Fig. 1: run 1, sizing map
Scale bar: 100 µm.
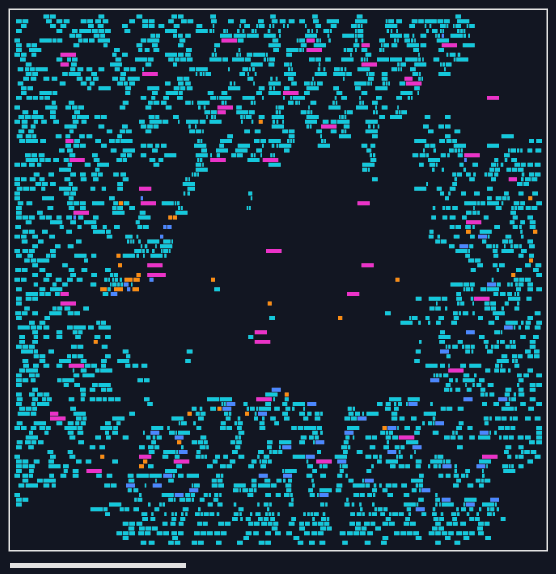
Fig. 2: run 1, clock wiring as the flow saved it
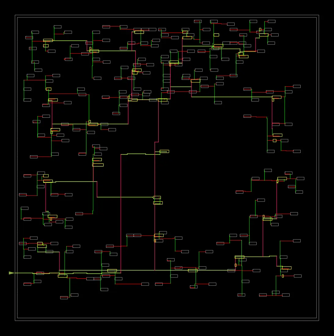
Fig. 3: run 1, register map, names as in the netlist
Scale bar: 100 µm. Other sequential cells in the stronger grey, the rest of the logic in the fainter grey.
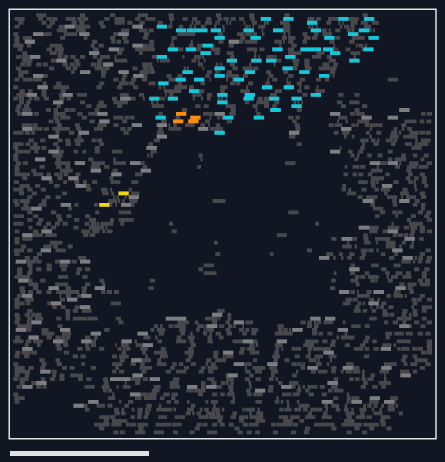
Fig. 4: run 1, wiring by layer
Scale bar: 100 µm.
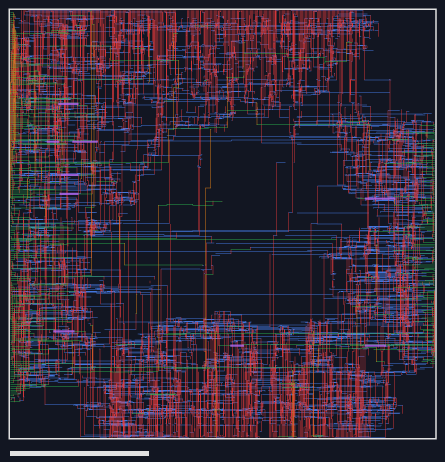
$ cat src/rtl/adder_ctrl_pkg.sv
// Shared types and helpers for controllers that time-share a datapath.
// Imported by the arbiter and by adder_share_ctrl.
package adder_ctrl_pkg;

  typedef enum logic [1:0] {IDLE, SETTLE, DONE} state_t;

  localparam logic OP_ADD = 1'b0;
  localparam logic OP_SUB = 1'b1;

  // Index width for v entries, floored at 1 so single-bit fields stay legal.
  function automatic int clog2(input int v);
    int r;
    r = 0;
    for (int i = 0; i < 31; i++) begin
      if ((1 << i) < v) r = i + 1;
    end
    return (r < 1) ? 1 : r;
  endfunction

endpackage

$ cat src/rtl/rr_arbiter.sv
// Combinational round-robin arbiter: grants the first request at or after ptr, wrapping.
// Zero latency; gnt is all-zero and any is low when nothing is requested.
module rr_arbiter
  import adder_ctrl_pkg::*;
#(
  parameter  int N  = 4,
  localparam int IW = clog2(N)
) (
  input  logic [N-1:0]  req,
  input  logic [IW-1:0] ptr,
  output logic [N-1:0]  gnt,
  output logic [IW-1:0] idx,
  output logic          any
);

  logic [IW-1:0] j;

  always_comb begin
    gnt = '0;
    idx = '0;
    any = 1'b0;
    j   = '0;
    for (int k = 0; k < N; k++) begin
      j = IW'((int'(ptr) + k) % N);
      if (!any && req[j]) begin
        any    = 1'b1;
        gnt[j] = 1'b1;
        idx    = j;
      end
    end
  end

endmodule

$ cat src/rtl/adder_share_ctrl.sv
// Shares one external W-bit adder among N requesters: round-robin grant, operand hold
// for SETTLE_CYCLES, result capture and a one-cycle ACK; REQ is ignored while busy.
module adder_share_ctrl
  import adder_ctrl_pkg::*;
#(
  parameter  int W             = 64,
  parameter  int N             = 4,
  parameter  int SETTLE_CYCLES = 2,
  localparam int IW            = clog2(N)
) (
  input  logic           CLK,
  input  logic           RST,
  input  logic [N-1:0]   REQ,
  input  logic [N-1:0]   REQ_SUB,
  input  logic [N*W-1:0] REQ_A,
  input  logic [N*W-1:0] REQ_B,
  output logic [N-1:0]   ACK,
  output logic [W-1:0]   RESULT,
  output logic           RESULT_COUT,
  output logic           RESULT_OVF,
  output logic [IW-1:0]  RESULT_ID,
  output logic           BUSY,
  output logic [W-1:0]   ADD_A,
  output logic [W-1:0]   ADD_B,
  output logic           ADD_CIN,
  input  logic [W-1:0]   ADD_SUM,
  input  logic           ADD_COUT
);

  localparam int CW = clog2(SETTLE_CYCLES + 1);

  state_t        state_q, state_d;
  logic [CW-1:0] cnt_q, cnt_d;
  logic [IW-1:0] ptr_q, ptr_d;
  logic [IW-1:0] id_q, id_d;
  logic [N-1:0]  ack_d;
  logic [W-1:0]  res_d, a_d, b_d;
  logic          cout_d, ovf_d, cin_d;
  logic [IW-1:0] rid_d;

  logic [N-1:0]  gnt;
  logic [IW-1:0] gnt_idx;
  logic          gnt_any;

  rr_arbiter #(.N(N)) u_arb (
    .req (REQ),
    .ptr (ptr_q),
    .gnt (gnt),
    .idx (gnt_idx),
    .any (gnt_any)
  );

  always_comb begin
    state_d = state_q;
    cnt_d   = cnt_q;
    ptr_d   = ptr_q;
    id_d    = id_q;
    ack_d   = '0;
    res_d   = RESULT;
    cout_d  = RESULT_COUT;
    ovf_d   = RESULT_OVF;
    rid_d   = RESULT_ID;
    a_d     = ADD_A;
    b_d     = ADD_B;
    cin_d   = ADD_CIN;
    unique case (state_q)
      IDLE: begin
        if (gnt_any) begin
          a_d     = REQ_A[gnt_idx*W +: W];
          b_d     = (REQ_SUB[gnt_idx] == OP_SUB) ? ~REQ_B[gnt_idx*W +: W] : REQ_B[gnt_idx*W +: W];
          cin_d   = REQ_SUB[gnt_idx];
          id_d    = gnt_idx;
          cnt_d   = '0;
          state_d = SETTLE;
        end
      end
      SETTLE: begin
        cnt_d = cnt_q + 1'b1;
        if (cnt_q == CW'(SETTLE_CYCLES - 1)) begin
          res_d   = ADD_SUM;
          cout_d  = ADD_COUT;
          // Same-sign operands giving a result of the other sign is signed overflow.
          ovf_d   = (ADD_A[W-1] == ADD_B[W-1]) && (ADD_SUM[W-1] != ADD_A[W-1]);
          rid_d   = id_q;
          ack_d   = N'(1) << id_q;
          ptr_d   = (id_q == IW'(N - 1)) ? '0 : id_q + 1'b1;
          state_d = DONE;
        end
      end
      DONE: begin
        state_d = IDLE;
      end
      default: state_d = IDLE;
    endcase
  end

  always_ff @(posedge CLK) begin
    if (RST) begin
      state_q     <= IDLE;
      cnt_q       <= '0;
      ptr_q       <= '0;
      id_q        <= '0;
      ACK         <= '0;
      RESULT      <= '0;
      RESULT_COUT <= 1'b0;
      RESULT_OVF  <= 1'b0;
      RESULT_ID   <= '0;
      ADD_A       <= '0;
      ADD_B       <= '0;
      ADD_CIN     <= 1'b0;
    end else begin
      state_q     <= state_d;
      cnt_q       <= cnt_d;
      ptr_q       <= ptr_d;
      id_q        <= id_d;
      ACK         <= ack_d;
      RESULT      <= res_d;
      RESULT_COUT <= cout_d;
      RESULT_OVF  <= ovf_d;
      RESULT_ID   <= rid_d;
      ADD_A       <= a_d;
      ADD_B       <= b_d;
      ADD_CIN     <= cin_d;
    end
  end

  assign BUSY = (state_q == SETTLE) || (state_q == DONE);

endmodule

$ cat config.mk
export PLATFORM = sky130hd
export DESIGN_NAME = adder_share_ctrl
export DESIGN_NICKNAME = d
export VERILOG_FILES = /design/src/rtl/adder_ctrl_pkg.sv /design/src/rtl/rr_arbiter.sv /design/src/rtl/adder_share_ctrl.sv
export SDC_FILE = /design/constraint.sdc
export NUM_CORES = 1
export LEC_CHECK = 0
export CORE_AREA = 2 2 303 305
export CTS_CLUSTER_SIZE = 28
export DETAILED_ROUTE_END_ITERATION = 16
export DIE_AREA = 0 0 305 307
export HOLD_SLACK_MARGIN = 0.12
export PLACE_DENSITY = 0.35
export SYNTH_ARGS = -nofsm -noshare
export SYNTH_HDL_FRONTEND = slang
export SYNTH_SLANG_ARGS = --single-unit
export TNS_END_PERCENT = 1
$ cat constraint.sdc
create_clock -name CLK -period 6 [get_ports CLK]
set_input_delay 0.9 -clock CLK [delete_from_list [all_inputs] [get_ports CLK]]
set_output_delay 0.9 -clock CLK [all_outputs]
set_load 0.01 [all_outputs]
==> impl_metrics.ini, run 1 <==
; flow metrics
[global_route]
top_usage_layer = met2
antenna_found_initial = 37
grt-ovfl-total = 0
grt_max_degree = 88
grtUsageMet3 = 0.05479
first_global_vias = 15340

[synthesis]
synth.top_cells.by_area = dfxtp_1 32%, a21oi_1 10%, mux2i_1 9.8%, xnor2_1 8.4%, xor2_1 8.4%
synth_flops = 209
synth-async-reset-ratio = 0
syn_nets = 2135
syn_area_um2 = 13280
synth.top_cells.by_count = 269 x a21oi_1, 209 x dfxtp_1, 146 x nand2_1, 130 x mux2i_1
fa_ha_area_frac = 0.003769
edf_count = 0
yosysCellCount = 1544
top_cell_area_share = 0.3151
top_cell = a21oi_1
logic_family = AND-OR/OR-AND gates
synthXorXnorAreaFrac = 0.1689
syn_inst = 1544

[detailed_routing]
routedWlPerCell_um = 24.52
num_vias = 14620
wirelength_um = 84660
viasPerCell = 4.235
first_iter_violations = 737
drtPass1Iterations = 5

[power]
maxPowerGroup = combinational cells
power.leakage_nw = 7.826
power_mw = 5.869
cell_internal_pwr_mw = 3.797
switchingPower_mw = 2.072
seq_power_share = 0.297
powerDensity_nw_per_um2 = 252.1
ir_drop_uv = 238.4
switching_share = 0.3530
comb_power_mw = 2.26

[setup_path]
crit_path_max_fanout = 62
arrival_ns = 4.26
crit_chain = clkdlybuf4s50_1 > and2b_1 > a311o_2 > and2_4 > buf_12 > a21oi_1 > a2111oi_2
rr_endpoint = ADD_B[19]
reg2reg_from = ptr_q[0]
reg2regPathDepth = 6
ff2ff_setup_slack_ns = 2.71
crit_type = in2reg
path_depth = 7

[status]
outcome = finished clean

[cells_and_area]
layout_top_cell = clkdlybuf4s50_1
fin_cells = 3453
lay_top_cells = 783 x clkdlybuf4s50_1, 269 x a21oi_1, 209 x dfxtp_1
fillers = 9780

[clock_network]
cts_tree = yes
post_cts_buffers = 0
cts_resized = 0

[placement]
dp_hpwl_um = 62490
port_buffers = 788
dp.cells = 3379

[flow_run]
maxCapViolCount = 0

[worst_hold_path]
holdPathStages = 2
min-delay-start = RESULT[11]

[final_timing]
slew_headroom = 0.2603
hold_slack_ns = 0.4520
final_hold_viol_count = 0
finalSetupTns_ns = 0
fin_crit_sh = 0.6276
setup_violations = 0
worst_pin_slew_ns = 1.110
finalMaxSlewViolations = 0

[die]
initCoreUtil = 0.1464
Notes on Fig. 1 above:
drive 2 -> blue  # cells 56, most used a2111oi_2
drive 3 to 4 -> orange  # cells 31, most used buf_4
drive 6 and up -> magenta  # cells 48, most used clkbuf_16
drive 1 or less -> cyan  # cells 2113, most used clkdlybuf4s50_1
Final WS setup: 2.234 ns
final non-filler cell area: 23280 µm²
bufs w/o clock: 814
area grow syn2layout: 75.35%

Notes on Fig. 2 above:
clock group power: 1.86 mW
Clock Skews: 0.009596 ns
clk_lat worst skew: 0.61 ns
clock sinks: 209

Notes on Fig. 3 above:
RESULT -> cyan  # sequential cells 64
ACK -> orange  # sequential cells 4, where north
state_q -> yellow  # sequential cells 2
Seq area share: 0.1797
Seq. pwr: 1.74 mW
Core Util, Final: 0.2567
Reg area: 4184 µm²

Notes on Fig. 4 above:
met1 -> blue  # wire length 32.1 mm
met4 -> orange  # wire length 1900 µm
met3 -> green  # wire length 6470 µm
met5 -> purple  # wire length 116 µm
met2 -> red  # wire length 44.1 mm

## run 1: area by class of cell
type | instances | area, µm² | area share
multi-input combinational | 1165 | 8398 | 0.3607
clock inverter | 7 | 78.83 | 0.003386
clock buffer | 48 | 919.6 | 0.03950
sequential | 209 | 4184 | 0.1797
tap | 1186 | 1484 | 0.06374
inverter | 5 | 18.77 | 0.0008061
timing repair buffer | 814 | 8152 | 0.3501
antenna | 19 | 47.55 | 0.002042
## run 1: metal layers
| metal | routed length [µm] | vias up |
|---|---|---|
| li1 | - | 6931 |
| met2 | 44110 | 518 |
| met3 | 6474 | 106 |
| met5 | 115 | - |
| met1 | 32060 | 7049 |
| met4 | 1899 | 18 |
Fig. 5: run 1, wires at chosen ports, followed through buffers
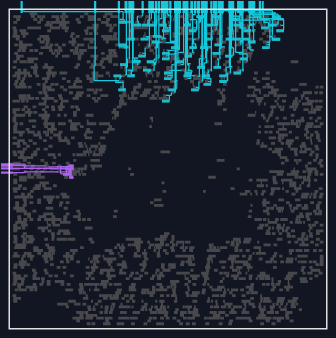

==> run 2: changes to the inputs <==
==> constraint.sdc (replaced) <==
create_clock -name CLK -period 3.77 [get_ports CLK]
set_input_delay 0.5655 -clock CLK [delete_from_list [all_inputs] [get_ports CLK]]
set_output_delay 0.5655 -clock CLK [all_outputs]
set_load 0.01 [all_outputs]
Fig. 6: run 2, wires at chosen ports, followed through buffers
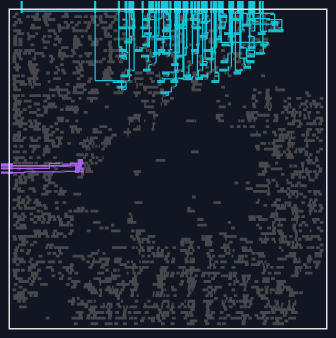
REQ -> purple  # bits 4, direction input, edge west, end cells 10, buffers 4, wire 338 µm
RESULT -> cyan  # bits 64, direction output, edge north, end cells 64, buffers 64, wire 3200 µm

Fig. 7: run 2, sizing map
Scale bar: 100 µm.
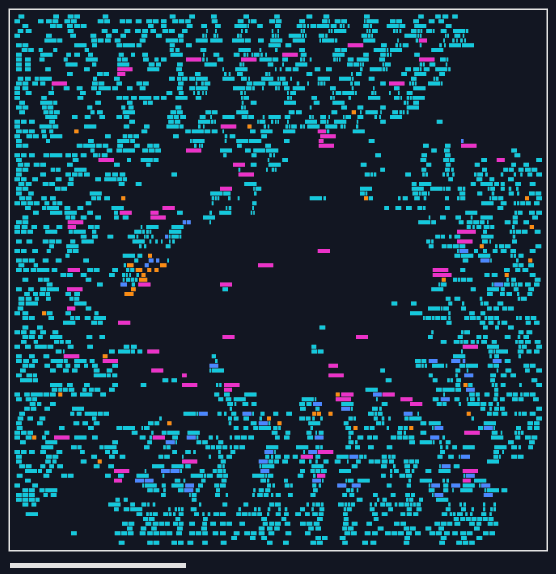
drive 2 -> blue  # cells 54, most used a2111oi_2
drive 1 or less -> cyan  # cells 2111, most used clkdlybuf4s50_1
drive 6 and up -> magenta  # cells 69, most used clkbuf_16
drive 3 to 4 -> orange  # cells 37, most used buf_4

==> run 2 against run 1 <==
Net effect: setup slack worse by 1.2 ns; synthesized cell count unchanged; sequential share of layout area is 0.32 points lower; core utilization increased by 0.47 points; worst hold slack improved by 0.00083 ns; clock power is 75% higher; final cell count is 0.55% higher; cell area up 1.8%; die size unchanged; total power increased by 65%; synthesized area unchanged; critical path depth grew 1; largest cell class is now buffers; highest routed layer unchanged.
==> impl_metrics.ini, run 2 <==
; flow metrics
[synthesis]
fa_ha_area_frac = 0.003769
syn_inst = 1544
top_cell = a21oi_1
synth-async-reset-ratio = 0
logic_family = AND-OR/OR-AND gates
top_cell_area_share = 0.3151
syn_nets = 2135
synth_flops = 209
synth.top_cells.by_area = dfxtp_1 32%, a21oi_1 10%, mux2i_1 9.8%, xnor2_1 8.4%, xor2_1 8.4%

[detailed_routing]
drtPass1Iterations = 4
num_vias = 14590
routedWlPerCell_um = 23.90
wl_met2_um = 43060
highest_layer = met5
wl_met3_um = 6365
wirelength_um = 82980
viasPerCell = 4.202
wl_met1_um = 31140
first_iter_violations = 661

[setup_path]
path_depth = 8
crit_chain = clkdlybuf4s50_1 > nor2b_1 > o21a_1 > nor3_1 > buf_4 > nor2_4 > buf_4 > a2111oi_0
reg2regPathDepth = 7
arrival_ns = 3.11
ff2ff_setup_slack_ns = 1.20
rr_endpoint = ADD_B[3]
crit_path_max_fanout = 26

[global_route]
first_global_vias = 15620
grt-ovfl-total = 0
grt_max_degree = 113
top_usage_layer = met2
grtUsageMet3 = 0.05672

[power]
seq_power_share = 0.286
comb_power_mw = 3.66
seq-power_mw = 2.77
ir_drop_uv = 238.1
maxPowerGroup = combinational cells
power_mw = 9.680
pg_clk_mw = 3.25
powerDensity_nw_per_um2 = 408.3
cell_internal_pwr_mw = 6.369

[cells_and_area]
area_growth_pct = 78.54
final_design_area_no_fill_um2 = 23710
fin_cells = 3472
post-route-util = 0.2614
layout_top_cell = clkdlybuf4s50_1

[clock_network]
cts.sinks = 209
post_cts_buffers = 0
clock_latency_ns = 0.54
cts_resized = 0

[final_timing]
skew_ns = 0.02753
finalSetupTns_ns = 0
setup_violations = 0
setup_ws_ns = 1.041
final_hold_viol_count = 0
finalMaxSlewViolations = 0
slew_headroom = 0.3073

[placement]
dp.cells = 3397
port_buffers = 788

[die]
initCoreUtil = 0.1464

[status]
outcome = finished clean
[run 2: cell count changes in the layout (fill, tap and decap cells not counted)]
cell / before / now
buf_12: 6 / 19
buf_4: 24 / 29
diode_2: 19 / 15
clkbuf_16: 31 / 34
clkbuf_1: 9 / 7
clkbuf_8: 9 / 11
clkinv_2: 4 / 2
inv_6: 0 / 2
bufinv_16: 1 / 2
clkinv_8: 0 / 1
clkinvlp_4: 0 / 1
inv_16: 1 / 0
[run 2: layout make-up]
cell class / count / area, µm² / area share
repair buffers: 832 / 8449 / 0.3564
inverters: 5 / 18.77 / 0.0007917
multi-input cells: 1165 / 8398 / 0.3543
flip-flops and latches: 209 / 4184 / 0.1765
diodes: 15 / 37.54 / 0.001583
clock inverters: 9 / 120.1 / 0.005067
well taps: 1186 / 1484 / 0.06260
clock buffers: 51 / 1015 / 0.04280
Power and IR drop assume default switching activity.
